==> config.mk <==
export PLATFORM = sky130hd
export DESIGN_NAME = alu_cmd_issuer
export DESIGN_NICKNAME = d
export VERILOG_FILES = /design/src/rtl/alu_cmd_issuer_pkg.sv /design/src/rtl/alu_rsp_fifo.sv /design/src/rtl/alu_cmd_issuer.sv
export SDC_FILE = /design/constraint.sdc
export NUM_CORES = 1
export LEC_CHECK = 0
export ABC_AREA = 0
export CORE_UTILIZATION = 52
export CTS_CLUSTER_SIZE = 8
export DETAILED_ROUTE_END_ITERATION = 8
export HOLD_SLACK_MARGIN = 0.03
export PLACE_DENSITY = 0.85
export SLEW_MARGIN = 0
export SYNTH_ARGS = -nofsm -noshare
export SYNTH_HDL_FRONTEND = slang
export SYNTH_SLANG_ARGS = --single-unit
==> constraint.sdc <==
create_clock -name clk -period 7.1 [get_ports clk]
set_input_delay 1.42 -clock clk [delete_from_list [all_inputs] [get_ports clk]]
set_output_delay 1.42 -clock clk [all_outputs]
set_load 0.02 [all_outputs]
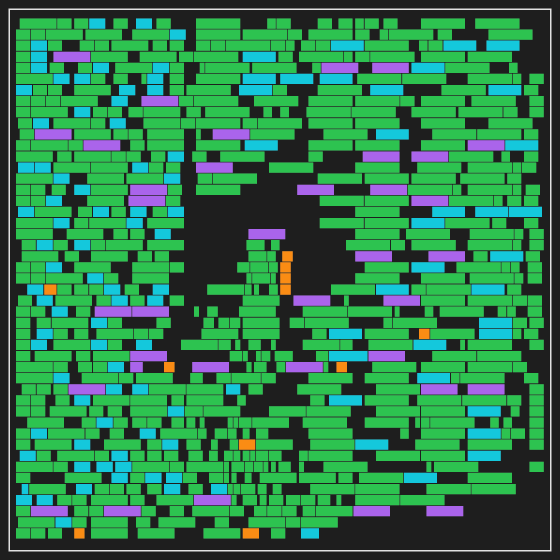
**Above:** run 1 (cell sizes after repair).
x6 and larger -> purple  # cells 36, share 4.9%
x2 -> cyan  # cells 111, share 15%
x3 and x4 -> orange  # cells 11, share 1.5%
x1 and smaller -> green  # cells 581, share 79%
area delta synth->final: 39.4%
Setup WS post-layout: 2.81 ns
fin area: 0.0124 sq mm
Non-CTS buffers: 239

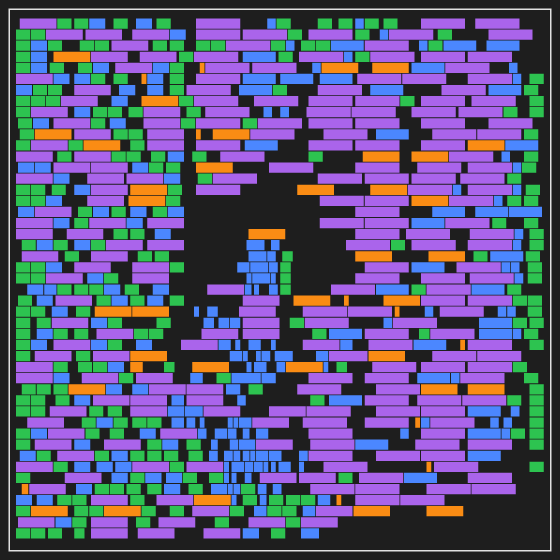
**Above:** run 1 (cell classes on the final placement).
sequential cells -> purple  # cells 229, share of their area 53%
clock drivers and dummy loads -> orange  # cells 46, share of their area 7.7%
remaining logic cells -> blue  # cells 225, share of their area 20%
remaining buffers and delay cells -> green  # cells 239, share of their area 20%
row count: 47
Core Region: 0.0166 sq mm
Seq area share: 51.7%

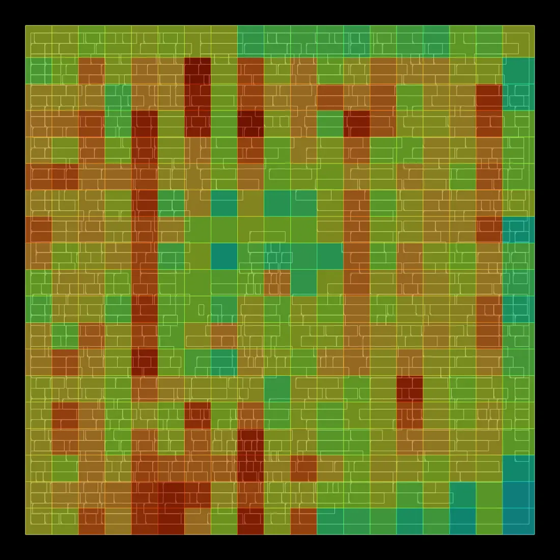
**Above:** run 1 (track usage over the die).
Final Core Density: 74.5%
Most Crowded Layer GR: met2
GR Util met2: 41.6%
Avg WL per Cell: 20.9 microns

==> flow_summary.json, run 1 <==
{
  "largest_class": "sequential cells",
  "rsz0062_at_grt": "no",
  "crit_path_max_fanout": 25,
  "synth-edff-count": 132,
  "ys_top_logic_family": "multiplexers",
  "holdCritPathClass": "flop to flop",
  "hold_viol_final": 0,
  "ant_nets": 0,
  "ys_seq_share_pct": 72.1,
  "syn-num-nets": 590,
  "warning_count": 29,
  "criticalPathCategory": "flop to primary output",
  "clkCellAreaFrac_pct": 7.47,
  "sh_comb_area_pct": 19.1,
  "path_delay_family": "buffers and inverters",
  "seq_area_sq_mm": 0.00639,
  "ys_types": 31,
  "hold_buffers": 0,
  "synth_stat.cells": 474,
  "inv_count": 7,
  "grt_overflow": 0,
  "ys_sh_adder_pct": 1.07,
  "grt_antenna_before_repair": 3,
  "max_stage_delay_ns": 0.60,
  "most_common_cell": "edfxtp_1",
  "dp_hpwl_microns": 13300,
  "status": "finished, final reports clean",
  "mux_share_pct": 17.9,
  "flops": 229,
  "drt_first_pass_iters": 4,
  "routed_wirelength_microns": 20100,
  "max_freq_mhz": 233,
  "lay_top_count": "clkdlybuf4s50_1",
  "topCellsByArea": "edfxtp_1 45%, dfrtp_1 27%, mux2_2 9.4%",
  "place.gp.congestion": 0.832,
  "layout.nonclk_buf_share_pct": 19.2,
  "ys_area_sq_mm": 0.00886,
  "numSynthFlops": 229,
  "taps": 220,
  "maxSlewViolCount": 0,
  "first_iter_violations": 188,
  "cts_buffers": 34,
  "postSynthCellCount": 474,
  "clkbuf_count": 44,
  "drive_above_1_share_pct": 21.4,
  "maxCapViolCount": 0,
  "crit_buf_inv": 2,
  "chip_area_sq_mm": 0.0176,
  "simple_gate_area_share_pct": 5.44,
  "skew_ns": 0.0118,
  "diodes": 3,
  "fin_nets": 845,
  "critPathRequiredTime_ns": 5.68,
  "logic_area_sq_mm": 0.00236,
  "reg2reg_slack_ns": 4.46,
  "top_cells_by_count": "132 x edfxtp_1, 97 x dfrtp_1, 74 x mux2_2, 39 x and2_1, 33 x mux4_2",
  "num_io_pins": 233,
  "p_leak_nw": 4.53,
  "fin_crit_ns": 4.29,
  "vias_per_cell": 5.33,
  "worst_pin_slew_ns": 0.984,
  "reg2reg_depth": 8,
  "setup_viol": 0,
  "ir_worst_vdd_mv": 0.389
}
run 1: power breakdown:
group          switching, mW  internal, mW
registers              0.194          1.77
clock network          0.513         0.882
logic                   1.08          1.17
total                   1.78          3.82
run 1: stage by stage:
step	power, mW	cells	hold slack, ns	instance area, sq um	worst slack [ns]
floorplan	3.19	474	0.470	8860	3.85
global placement	4.17	913	0.461	11400	3.31
detailed placement	4.22	913	0.467	11400	3.27
CTS	5.66	959	0.477	12300	2.73
global route	5.86	962	0.503	12400	2.65
finish	5.60	962	0.476	12400	2.81
run 1: layer usage:
metal  part of all wire (%)  GRT usage (%)
met4                    2.2           9.39
met3                    8.8           8.31
met2                     52           41.6
met5                      0              0
met1                     37           27.2
**Run 1: wiring heat map**

Bar = 50 microns. The die is cut into 27 by 27 equal tiles; dark blue is low, red is high, scaled to the fullest tile. Values are wire area over tile area, all layers added.
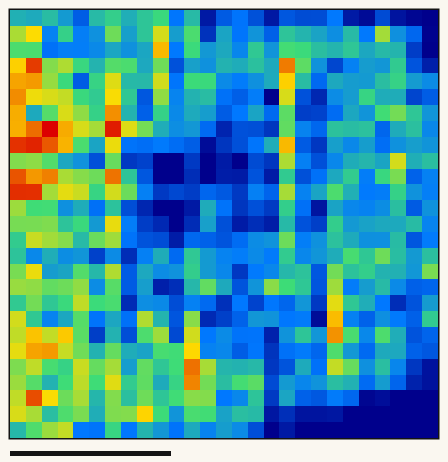

==> run 2, diff against run 1 <==
CORE_UTILIZATION = 49   (was 52)
PLACE_DENSITY = 0.8   (was 0.85)
clock period = 4.4 ns   (was 7.1 ns; I/O delays follow)
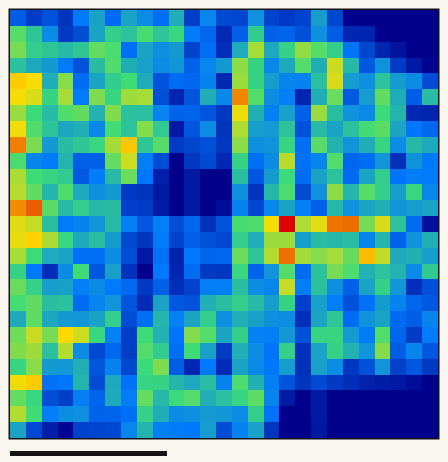
**Above:** run 2 (wiring heat map).
Bar = 50 microns. The die is cut into 27 by 27 equal tiles; dark blue is low, red is high, scaled to the fullest tile. Values are wire area over tile area, all layers added.
fullest tile = 0.54
emptiest ninth of the die = bottom right
tiles over half the peak = 17%
nearly empty tiles = 7.0%
Via Count: 5,149
Avg WL per Cell: 20.6 microns

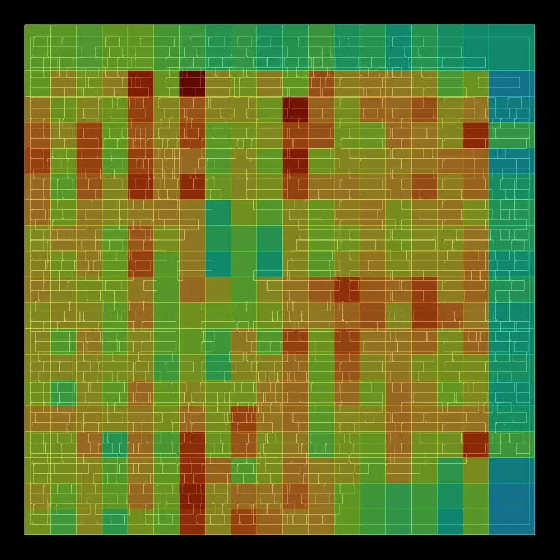
**Above:** run 2 (track usage over the die).
met3 GRT Util: 7.57%
GR Util met2: 36.7%
Final Core Density: 70.7%
total track usage: 22.2%

==> flow_summary.json, run 2 <==
{
  "place.gp.congestion": 0.787,
  "skew_ns": 0.0135,
  "rsz0062_at_grt": "no",
  "worst_pin_slew_ns": 0.986,
  "fin_crit_ns": 3.73,
  "top_cells_by_count": "132 x edfxtp_1, 97 x dfrtp_1, 74 x mux2_2, 39 x and2_1, 33 x mux4_2",
  "ys_types": 31,
  "cts_buffers": 34,
  "synth_stat.cells": 474,
  "syn-num-nets": 590,
  "ys_sh_adder_pct": 1.07,
  "dr_wl_met2_microns": 9830,
  "crit_path_max_fanout": 19,
  "ys_area_sq_mm": 0.00886,
  "p_leak_nw": 4.53,
  "critPathRequiredTime_ns": 3.52,
  "lay_top_count": "clkdlybuf4s50_1",
  "setup_ws_ns": 0.667,
  "wl_met3_microns": 1780,
  "maxCapViolCount": 0,
  "most_common_cell": "edfxtp_1",
  "reg2reg_slack_ns": 1.74,
  "num_io_pins": 233,
  "postSynthCellCount": 474,
  "grt_overflow": 0,
  "routed_wirelength_microns": 19800,
  "criticalPathCategory": "flop to primary output",
  "topCellsByArea": "edfxtp_1 45%, dfrtp_1 27%, mux2_2 9.4%",
  "diodes": 0,
  "grt_antenna_before_repair": 0,
  "final_cells": 962,
  "met1_usage_pct": 26.8,
  "drt_first_pass_iters": 4,
  "status": "finished, final reports clean",
  "ant_nets": 0,
  "holdCritPathClass": "flop to flop",
  "fin_nets": 842,
  "max_freq_mhz": 268
}
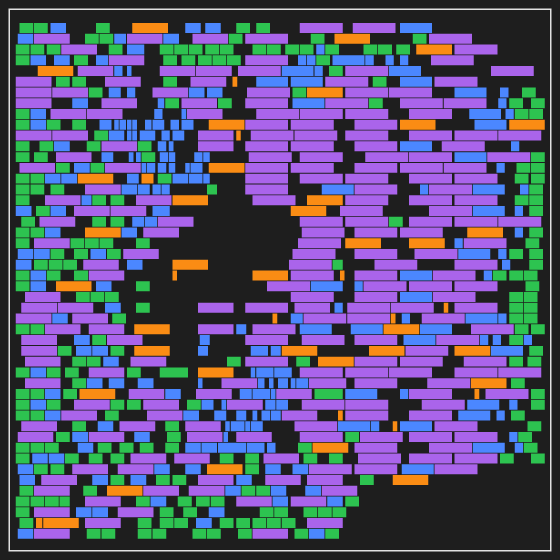
**Above:** run 2 (cell classes on the final placement).
remaining logic cells -> blue  # cells 225, share of their area 20%
clock drivers and dummy loads -> orange  # cells 47, share of their area 7.7%
remaining buffers and delay cells -> green  # cells 236, share of their area 20%
sequential cells -> purple  # cells 229, share of their area 53%
Seq area share: 51.7%
Core Region: 0.0175 sq mm
row count: 48
fin area: 0.0124 sq mm

[run 2: power breakdown]
| part | internal (mW) | total [mW] | switching, mW |
|---|---|---|---|
| registers | 2.85 | 3.23 | 0.373 |
| logic | 1.90 | 3.59 | 1.69 |
| clock network | 1.43 | 2.27 | 0.842 |
[run 2: stage by stage]
step	cell area (sq um)	hold WS [ns]	power, mW
CTS	12400	0.505	9.18
global route	12400	0.512	9.50
detailed placement	11400	0.495	6.86
global placement	11400	0.489	6.74
floorplan	8860	0.470	5.15
finish	12400	0.502	9.09
[run 2: final cells by class]
cell class | instances | area [sq um]
flip-flops and latches | 229 | 6390
fillers | 1113 | 5110
repair buffers | 236 | 2370
multi-input cells | 218 | 2360
clock buffers | 45 | 913
well taps | 225 | 282
inverters | 7 | 26.3
clock inverters | 2 | 13.8
Power and IR drop assume default switching activity.
